### The metal 4 layer

Bar = 100 um. Supply wires on this layer in grey.
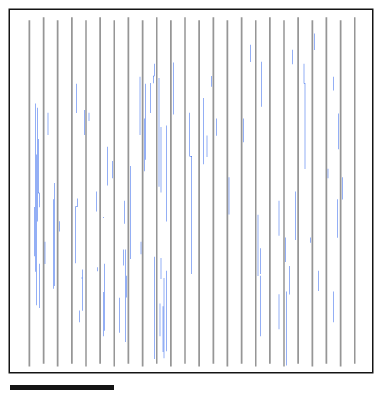
### Wire density map

Bar = 100 um. The die is cut into 35 by 35 equal tiles; dark purple is low, yellow is high, scaled to the fullest tile. Values are wire area over tile area, all layers added.
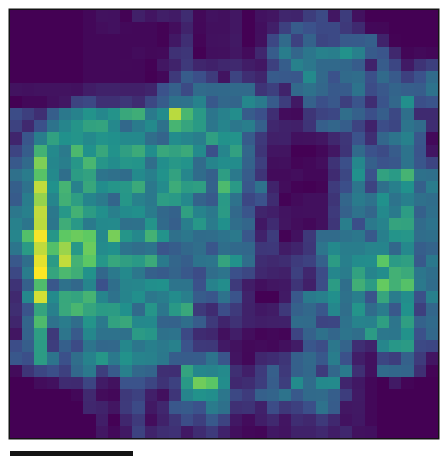
## src/rtl/muldiv_commit_gather_pkg.sv

```systemverilog
// Shared widths and types for the mul/div commit gather.
// Core-wide lane and tag widths live here; warps/lanes are per instance.
package muldiv_commit_gather_pkg;

    localparam int NUM_THREADS = 4;
    localparam int XLEN        = 32;
    localparam int UUID_WIDTH  = 44;
    localparam int PC_BITS     = 30;
    localparam int NR_BITS     = 6;
    localparam int RRS_WIS_W   = 2;

    typedef enum logic {
        CTX_IDLE  = 1'b0,
        CTX_ACCUM = 1'b1
    } ctx_state_e;

    typedef struct packed {
        logic [UUID_WIDTH-1:0]       uuid;
        logic [PC_BITS-1:0]          pc;
        logic [NR_BITS-1:0]          rd;
        logic                        wb;
        logic [RRS_WIS_W-1:0]        rrs_id;
        logic [NUM_THREADS-1:0]      tmask;
        logic [NUM_THREADS*XLEN-1:0] data;
    } gather_ctx_t;

    function automatic int pid_width(input int lanes);
        int packets;
        packets = NUM_THREADS / lanes;
        return (packets > 1) ? $clog2(packets) : 1;
    endfunction

endpackage

```

## src/rtl/muldiv_gather_ctx.sv

```systemverilog
// One warp gather context: tag latch on sop, lane placement by pid.
// merged is this context combined with the packet currently presented.
module muldiv_gather_ctx
    import muldiv_commit_gather_pkg::*;
#(
    parameter int NUM_LANES = 1,
    parameter int PID_WIDTH = 2
) (
    input  logic                      clk,
    input  logic                      reset,
    input  logic                      hit,
    input  logic                      sop,
    input  logic                      eop,
    input  logic [PID_WIDTH-1:0]      pid,
    input  logic [UUID_WIDTH-1:0]     uuid,
    input  logic [PC_BITS-1:0]        pc,
    input  logic [NR_BITS-1:0]        rd,
    input  logic                      wb,
    input  logic [RRS_WIS_W-1:0]      rrs_id,
    input  logic [NUM_LANES-1:0]      tmask,
    input  logic [NUM_LANES*XLEN-1:0] data,
    output gather_ctx_t               merged,
    output logic                      emit,
    output logic                      proto_err
);

    ctx_state_e  state;
    ctx_state_e  state_next;
    gather_ctx_t ctx_q;
    logic        drop;
    logic        load;

    assign drop      = (state == CTX_IDLE) & ~sop;
    assign emit      = hit & eop & ~drop;
    assign load      = hit & ~drop & ~eop;
    assign proto_err = hit & (drop | ((state == CTX_ACCUM) & sop));

    always_comb begin
        merged = ctx_q;
        if (sop) begin
            merged.uuid   = uuid;
            merged.pc     = pc;
            merged.rd     = rd;
            merged.wb     = wb;
            merged.rrs_id = rrs_id;
            merged.tmask  = '0;
        end
        // out lane t belongs to packet t/NUM_LANES, in lane t%NUM_LANES
        for (int t = 0; t < NUM_THREADS; t++) begin
            if (PID_WIDTH'(t / NUM_LANES) == pid) begin
                merged.tmask[t] = tmask[t % NUM_LANES];
                merged.data[t*XLEN +: XLEN] =
                    data[(t % NUM_LANES)*XLEN +: XLEN];
            end
        end
    end

    always_comb begin
        state_next = state;
        if (hit && !drop) begin
            state_next = eop ? CTX_IDLE : CTX_ACCUM;
        end
    end

    always_ff @(posedge clk) begin
        if (!reset) begin
            state <= CTX_IDLE;
        end else begin
            state <= state_next;
        end
    end

    always_ff @(posedge clk) begin
        if (!reset) begin
            ctx_q.tmask <= '0;
        end else if (load) begin
            ctx_q <= merged;
        end
    end

endmodule

```

## src/rtl/muldiv_commit_gather.sv

```systemverilog
// Gathers partial mul/div commit packets into full-warp writebacks.
// One context per warp feeds a single registered valid/ready output.
module muldiv_commit_gather
    import muldiv_commit_gather_pkg::*;
#(
    parameter int  NUM_WARPS = 4,
    parameter int  NUM_LANES = 1,
    localparam int PID_WIDTH = pid_width(NUM_LANES),
    localparam int WID_WIDTH = (NUM_WARPS > 1) ? $clog2(NUM_WARPS) : 1
) (
    input  logic                        clk,
    input  logic                        reset,
    input  logic                        in_valid,
    output logic                        in_ready,
    input  logic [UUID_WIDTH-1:0]       in_uuid,
    input  logic [WID_WIDTH-1:0]        in_wid,
    input  logic [NUM_LANES-1:0]        in_tmask,
    input  logic [PC_BITS-1:0]          in_PC,
    input  logic [NR_BITS-1:0]          in_rd,
    input  logic                        in_wb,
    input  logic [PID_WIDTH-1:0]        in_pid,
    input  logic                        in_sop,
    input  logic                        in_eop,
    input  logic [RRS_WIS_W-1:0]        in_rrs_id,
    input  logic [NUM_LANES*XLEN-1:0]   in_data,
    output logic                        out_valid,
    input  logic                        out_ready,
    output logic [UUID_WIDTH-1:0]       out_uuid,
    output logic [WID_WIDTH-1:0]        out_wid,
    output logic [NUM_THREADS-1:0]      out_tmask,
    output logic [PC_BITS-1:0]          out_PC,
    output logic [NR_BITS-1:0]          out_rd,
    output logic                        out_wb,
    output logic [RRS_WIS_W-1:0]        out_rrs_id,
    output logic [NUM_THREADS*XLEN-1:0] out_data,
    output logic                        err
);

    logic                 fire;
    logic [NUM_WARPS-1:0] hit;
    logic [NUM_WARPS-1:0] emit;
    logic [NUM_WARPS-1:0] perr;
    gather_ctx_t          merged [NUM_WARPS];
    gather_ctx_t          out_q;
    logic [WID_WIDTH-1:0] wid_q;
    logic                 out_valid_q;
    logic                 err_q;

    // only an eop needs the output slot, so only an eop can stall
    assign in_ready = ~in_eop | ~out_valid_q | out_ready;
    assign fire     = in_valid & in_ready;

    for (genvar w = 0; w < NUM_WARPS; w++) begin : g_ctx
        assign hit[w] = fire & (in_wid == WID_WIDTH'(w));

        muldiv_gather_ctx #(
            .NUM_LANES (NUM_LANES),
            .PID_WIDTH (PID_WIDTH)
        ) u_ctx (
            .clk       (clk),
            .reset     (reset),
            .hit       (hit[w]),
            .sop       (in_sop),
            .eop       (in_eop),
            .pid       (in_pid),
            .uuid      (in_uuid),
            .pc        (in_PC),
            .rd        (in_rd),
            .wb        (in_wb),
            .rrs_id    (in_rrs_id),
            .tmask     (in_tmask),
            .data      (in_data),
            .merged    (merged[w]),
            .emit      (emit[w]),
            .proto_err (perr[w])
        );
    end

    always_ff @(posedge clk) begin
        if (!reset) begin
            out_valid_q <= 1'b0;
            err_q       <= 1'b0;
        end else begin
            if (|emit) begin
                out_valid_q <= 1'b1;
            end else if (out_ready) begin
                out_valid_q <= 1'b0;
            end
            if (|perr) begin
                err_q <= 1'b1;
            end
        end
    end

    always_ff @(posedge clk) begin
        if (|emit) begin
            out_q <= merged[in_wid];
            wid_q <= in_wid;
        end
    end

    assign out_valid  = out_valid_q;
    assign err        = err_q;
    assign out_uuid   = out_q.uuid;
    assign out_wid    = wid_q;
    assign out_tmask  = out_q.tmask;
    assign out_PC     = out_q.pc;
    assign out_rd     = out_q.rd;
    assign out_wb     = out_q.wb;
    assign out_rrs_id = out_q.rrs_id;
    assign out_data   = out_q.data;

endmodule

```

## config.mk

```make
export PLATFORM = sky130hd
export DESIGN_NAME = muldiv_commit_gather
export DESIGN_NICKNAME = d
export VERILOG_FILES = /design/src/rtl/muldiv_commit_gather_pkg.sv /design/src/rtl/muldiv_gather_ctx.sv /design/src/rtl/muldiv_commit_gather.sv
export SDC_FILE = /design/constraint.sdc
export NUM_CORES = 2
export LEC_CHECK = 0
export ABC_CLOCK_PERIOD_IN_PS = 16420
export CAP_MARGIN = 40
export CORE_MARGIN = 5
export CORE_UTILIZATION = 42
export DETAILED_ROUTE_END_ITERATION = 10
export PLACE_DENSITY = 0.71
export SYNTH_ARGS = -nofsm -noshare
export SYNTH_HDL_FRONTEND = slang
export SYNTH_SLANG_ARGS = --single-unit
```

## constraint.sdc

```tcl
create_clock -name clk -period 16.42 [get_ports clk]
set_input_delay 2.463 -clock clk [delete_from_list [all_inputs] [get_ports clk]]
set_output_delay 2.463 -clock clk [all_outputs]
set_load 0.01 [all_outputs]
```

==> run notes <==
Implementation run completed; key figures follow.

Job:
- The run gives the OpenROAD warning count as 33.

Timing:
- Static timing analysis puts the maximum clock frequency at 157.1 MHz.
- The most critical hold endpoint after final layout shows a slack of 0.4550 ns.
- The run puts the final critical delay including setup and external delays at 6.365 ns.
- The last timing report of the flow puts the setup violation total at 0.
- The run gives the post-route fraction of the period consumed by the critical path as 38.77%.
- The run puts the final setup skew at 0.02348 ns.
- The run puts the number of slew-limit violations in the final report at 0.
- The run puts the slew of the pin with the lowest slew margin at 0.9895 ns.
- Setup repair after global routing left no endpoint under its margin.
- The run puts the summed negative setup slack over all endpoints at 0 ns.

Yosys:
- sky130_fd_sc_hd__edfxtp_1 takes more of the synthesized area than any other cell.
- In the post-synthesis netlist, the biggest area contributors are sky130_fd_sc_hd__edfxtp_1 (67%), sky130_fd_sc_hd__nand2_1 (11%), sky130_fd_sc_hd__mux4_2 (10%), sky130_fd_sc_hd__o21ai_1 (2.7%), sky130_fd_sc_hd__inv_1 (2.6%).
- The run puts the summed standard-cell area reported by yosys at 0.04778 sq mm.
- The run gives the dominant combinational cell family by area after synthesis as simple AND/OR/NAND/NOR gates.
- The run gives the area share of and-or/or-and cells after synthesis as 4.213%.
- When the netlist entered floorplanning its net count stood at 3870.
- Sorting the synthesis cell report by count puts at the top sky130_fd_sc_hd__nand2_1.
- The share of synthesized area in the top cell type comes to 66.68%.
- The number of different library cells used by synthesis comes to 38.
- The run gives the share of synthesized area occupied by flip-flops and latches as 67.60%.
- In the Yosys report the total cell count is 3740.
- Among all flip-flop cells after synthesis, the most frequent one is sky130_fd_sc_hd__edfxtp_1.
- After synthesis, the mean cell area works out to 12.78 sq um.
- In the synthesized netlist, the cells that appear most often are sky130_fd_sc_hd__nand2_1 (1435), sky130_fd_sc_hd__edfxtp_1 (1061), sky130_fd_sc_hd__inv_1 (333).

Worst setup path:
- The run gives the arrival time of data at the critical path endpoint as 3.90 ns.
- The run gives the largest fanout of any net on the critical path as 7.
- The run puts the highest cell delay on the worst timing path at 0.58 ns.
- The worst setup path is launched from a primary input.
- The run gives the number of buffers and inverters on the critical path as 2.
- The run puts the cell depth of the worst setup path at 3.
- The run gives the required time of the critical path as 13.96 ns.

Clocking:
- In this run the post-CTS setup repair buffer count came out at 0.
- The run gives the total of hold buffers inserted after clock tree synthesis as 0.
- The clock passes through at most 3 buffers.
- The number of clock buffers added by TritonCTS is 114.
- CTS placed an instance of sky130_fd_sc_hd__clkbuf_16 at the clock tree root.

Place:
- The run puts the total half-perimeter wirelength after legalization and detailed placement at 75.48 mm.
- RePlAce ended its routability-driven mode at a weighted congestion of 0.7793.
- Buffers placed on the I/O ports in this run total 345.
- The run puts the setup slack after placement at 10.04 ns.

Power:
- The run gives the part of the power in registers as 51.5%.
- The run gives the worst IR drop on VDD as 0.08938 mV.
- The run gives the power attributed to the clock group as 0.00246 W.
- The power report lists cell-internal power as 0.004663 W.
- The clock network is responsible for 40.7% of the overall power.

Finish:
- The run puts the number of flip-flops under the largest register name at 860.
- There are 1083 flip-flops and latches.
- In the layout the commonest cells are sky130_fd_sc_hd__nand2_1 (1434), sky130_fd_sc_hd__edfxtp_1 (1061), sky130_fd_sc_hd__clkdlybuf4s50_1 (342).
- Per the final report, the share of cell area in clock cells is 6.227%.
- The run puts the non-filler instance count after layout at 5657.
- The run gives the proportion of layout cells with a drive suffix above 1 as 12.25%.

GRT:
- The run gives the global-route wire length before repair as 181.5 mm.
- The run gives the overall overflow remaining after global route as 0.
- On met3, the global router reports a usage of 4.926%.
- Global routing consumed, on the met1 layer, 27.37% of the routing resources.

Floorplanning:
- In this run the standard cell core region covers 0.1128 sq mm.
- The run puts the vertical extent of the die at 347.3 um.
- The run puts the fraction of the core area occupied by cells at floorplan at 42.36%.
- The flow inserted 1500 tap cells.

Worst hold path:
- The type recorded for the worst min-delay path is flop to flop.

Drt:
- The run puts the average vias per placed instance at 5.279.
- Routed signal wires occupy layers up through met5.
- The routed layout reports a DRC error count of 0.

Outcome:
- The run finished with clean final reports.
-- 'The metal 4 layer' (at the start) --
main direction	vertical
share of all routed wire	2.8%
longest straight run	161 um
nets with wire on the layer	36
Post-Route WL: 120.0 mm
detailed-route via count: 29866

-- 'Wire density map' (at the start) --
densest ninth of the die	left middle
emptiest ninth of the die	top left
mean over tiles	0.17
Tot GR Track Use: 19.41%
WL per Instance: 21.22 um

==> logic make-up (layout without fill, tap and decap cells) <==
kind of cell / Yosys count / count (layout)
buffers and inverters: 526 / 941
multiplexers: 222 / 222
AND/OR/NAND/NOR: 1533 / 1533
flip-flops: 1083 / 1083
AND-OR/OR-AND: 372 / 372
other: 0 / 2
adder cells (fa/ha/maj): 4 / 4
==> final timing paths <==
| kind | from | to | slack [ns] |
|---|---|---|---|
| setup / recovery | in_eop | in_ready | 10.05 |
| hold / removal | err | err | 0.45 |
| setup reg to reg | g_ctx[2].u_ctx.state | g_ctx[2].u_ctx.ctx_q[76] | 12.98 |
| hold reg to reg | err | err | 0.45 |
No activity file was given, so power comes from the tool's default toggle rates.
